==> images/wire_density.png <==
22 x 17 tiles, from dark blue (low) to red (high), scaled to the fullest tile. Values are wire area over tile area, all layers added.
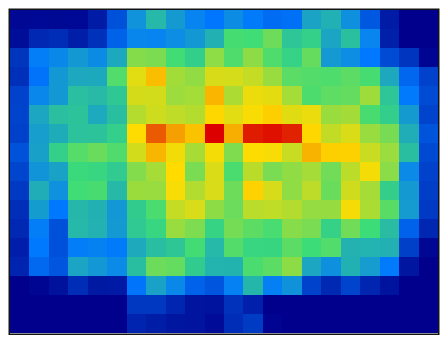
==> images/registers.png <==
The bar under the picture is 100 um long. Other cells in gray.
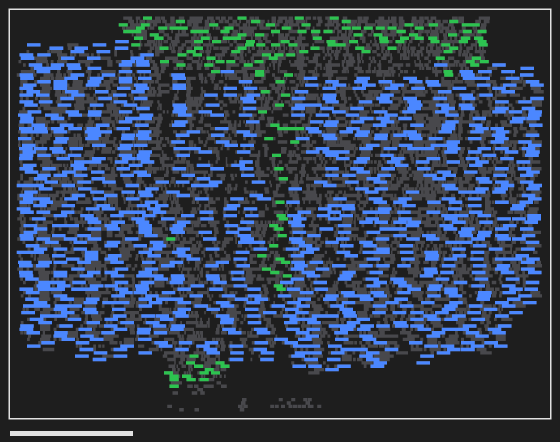
==> images/final_placement.png <==
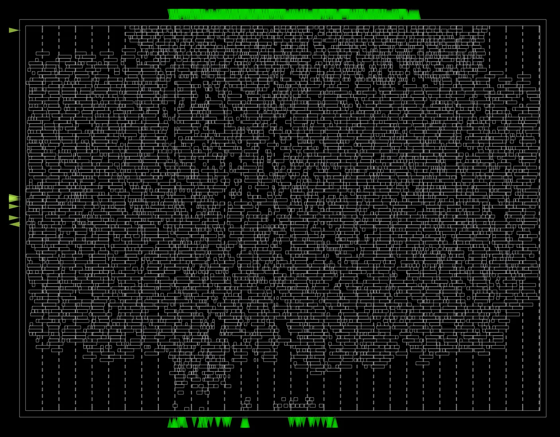
==> images/clock_map.png <==
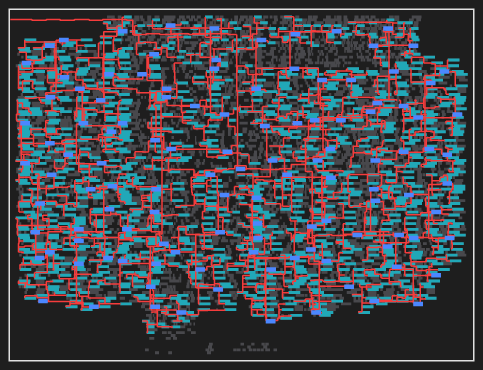
==> config.mk <==
export PLATFORM = sky130hd
export DESIGN_NAME = decode_stage
export DESIGN_NICKNAME = d
export VERILOG_FILES = /design/src/rtl/decode_stage_pkg.sv /design/src/rtl/decode_stage_regfile.sv /design/src/rtl/decode_stage.sv
export SDC_FILE = /design/constraint.sdc
export NUM_CORES = 2
export LEC_CHECK = 0
export CAP_MARGIN = 20
export CORE_ASPECT_RATIO = 0.75
export CORE_MARGIN = 5
export CORE_UTILIZATION = 45
export DETAILED_ROUTE_END_ITERATION = 7
export GPL_TIMING_DRIVEN = 0
export PLACE_DENSITY = 0.66
export SYNTH_ARGS = -nofsm -noshare
export SYNTH_HDL_FRONTEND = slang
export SYNTH_SLANG_ARGS = --single-unit
==> constraint.sdc <==
create_clock -name clk -period 2.8 [get_ports clk]
set_input_delay 0.84 -clock clk [delete_from_list [all_inputs] [get_ports clk]]
set_output_delay 0.84 -clock clk [all_outputs]
set_load 0.05 [all_outputs]
==> results_slide.txt <==
Synthesis and Place & Route Summary

Run status
  • Status: finished, violations left
  • Failing checks: negative setup slack

Floorplan
  • I/O pins: 277
  • Die ar.: 0.146 sq mm
  • Die width: 439 um
  • Die Y: 332 um
  • FP Util: 45.1%
  • Core Rows: 118
  • Core Region: 0.138 sq mm

Pwr
  • Peak VDD IR: 0.595 mV
  • Power Internal: 0.0310 W
  • Sw power: 0.0124 W
  • Combinational Power Share: 15.6%
  • Seq pwr share: 47.5%
  • Top pwr grp: registers
  • Sw Share: 28.6%
  • Pwr dens: 590 mW/mm^2
  • Final Power: 0.0433 W
  • Static Leakage: 27.7 nW
  • Combinational gate power: 0.00675 W

Global routing
  • Initial antenna violation count: 20
  • M2 GR Usage: 49.9%
  • Grt met3 use: 19.5%
  • Gr busiest metal: met2
  • Largest net degree at the start of global routing: 33
  • First-pass GRT wire length: 370 mm
  • Met1 GRT Util: 49.7%
  • Grt total ovfl: 0
  • Vias in the first global route: 44400

Timing
  • Cycle use final: 107%
  • Final setup margin: -0.204 ns
  • WHS: 0.444 ns
  • Final Critical Period: 3.00 ns
  • Final setup vio count: 83
  • RSZ-0062 raised after global routing: yes
  • Hold Vio Cnt, Final: 0
  • Slew Limit Headroom: 12.8%
  • Max Fclk: 0.333 GHz
  • Max-slew violations: 0
  • Worst Tran Pin Value: 1.31 ns
  • Setup TNS: -4.06 ns

Detailed routing
  • Remaining antenna violation count: 0
  • WL met1: 104 mm
  • Metal2 WL: 111 mm
  • Top sig layer: met5
  • DR pass1 iterations: 8
  • Met3 Wirelength: 49.1 mm
  • Via density per instance: 6.71
  • Drt first-iter violations: 8708
  • DRC: 0

Synth
  • Flip-flops with a built-in enable: 1024
  • Synth logic family: multiplexers
  • XOR Share, Synth: 0.310%
  • Mapped cell area: 0.0621 sq mm
  • Cell with the most instances after synthesis: edfxtp_1
  • Yosys stat area: 0.0621 sq mm
  • Dominant cell area share: 49.5%
  • Synth async-reset ratio: 0%
  • Seq share, synth: 54.8%
  • Dominant flop cell: edfxtp_1
  • Syn Inst Count: 4635
  • Ys cells: 4635
  • Commonest cells post-synth: edfxtp_1, and2_1, mux2i_1, mux4_2, clkbuf_1
  • Cell taking the most area after synthesis: edfxtp_1
  • Basic Gates by Area: 13.9%
  • Yosys adder share: 0%
  • Ao+oa area frac: 6.70%
  • Syn Area/Cell: 13.4 sq um
  • Top area cell types: edfxtp_1, mux4_2, and2_1
  • Total number of yosys warnings: 0
  • Synth unique cells: 61
  • Mux frac, synth: 20.7%
  • Ys flops: 1186

Clocking
  • Clk_lat worst skew: 0.79 ns
  • Root Driver: clkbuf_16
  • H-tree Lvls: 3
  • Post-cts sizing count: 453
  • CTS sink cnt: 1186
  • Post-CTS setup buffer count: 20
  • Worst-path clk slew: 0.07 ns
  • CTS tree: done
  • Hold buffer count at cts: 0
  • CTS buffer count: 118
  • Worst-case clock buffer depth: 3

Layout
  • Top Layout Cells: edfxtp_1, and2_1, mux2i_1
  • Number of buffers outside the clock class in the layout: 804
  • Finished Cell Area: 0.0735 sq mm
  • Dominant logic cell type in the layout: edfxtp_1
  • Area added between synthesis and finish: 18.4%
  • MI comb cells: 3002
  • Comb/total area: 36.9%
  • Antenna diodes: 16
  • Number of nets in the layout: 5227
  • Largest class: flip-flops and latches
  • Max FFs per register: 1024
  • Clock buffer count: 159
  • Filler instances: 11700
  • Logic inverters: 2
  • Signal buf overhead: 8.62%
  • Logic area: 0.0271 sq mm
  • Share of cells above drive strength 1: 20.9%
  • Clock buffers and inverters, area share: 5.03%

Worst hold path
  • HP Class: reg2reg
  • Hold depth: 2

Placed design
  • HPWL Detailed: 201 mm
  • Placed Cells: 6801
  • GPL Wtd Cong: 1.03
  • Port bufs: 260
  • Area after DPL: 0.0674 sq mm
  • Post-place setup slack: -2.67 ns

Critical path
  • Worst path bufs/invs: 4
  • Reg2reg path depth: 6
  • Startpoint Class: input pin
  • Worst path most repeated cell: buf_4
  • WP depth: 9
  • R2R Setup Slk: 0.24 ns
  • Crit path DRT: 3.44 ns
  • Crit end category: register
  • Worst setup path class: in2reg
  • Crit path DAT: 3.65 ns
  • Cell family with most CP delay: buffers and inverters
  • Worst stage delay on the critical path: 0.48 ns
  • CP max FO: 10
  • Crit-path cells: buf_4, buf_4, buf_4, buf_4, mux4_2, a22oi_1, a21oi_1, a222oi_1, a211oi_1
  • Crit-path slowest cell: a22oi_1

Job
  • Max_cap viols: 0
  • Tool warnings: 29
About wire_density.png:
mean over tiles	0.35
tiles over half the peak	38%
emptiest ninth of the die	south-west
nearly empty tiles	12%
fullest tile	0.92
via count: 47500
final wirelength: 278 mm
Total GRT Usage: 37.0%
WL per Instance: 39.3 um

About registers.png:
color	signal	sequential cells
blue	`u_regfile.mem`	1024
green	`out`	162
Power Sequential: 0.0206 W
Core Util, Final: 53.4%
Reg area: 0.0340 sq mm
flop share of the area: 46.2%

About final_placement.png:
flip-flops: 1186
tally of non-filler cells in the final layout: 7087
n_taps: 1860

About clock_map.png:
[red] clock wires | length: 16100 um
[blue] cells driving clock nets | count: 118
[cyan] flip-flops | count: 1186
routed clock nets	119
Clock Power Share: 36.9%
final clock skew: 0.0315 ns
Clk power: 0.0160 W

Power is estimated from default activity; no workload was simulated.
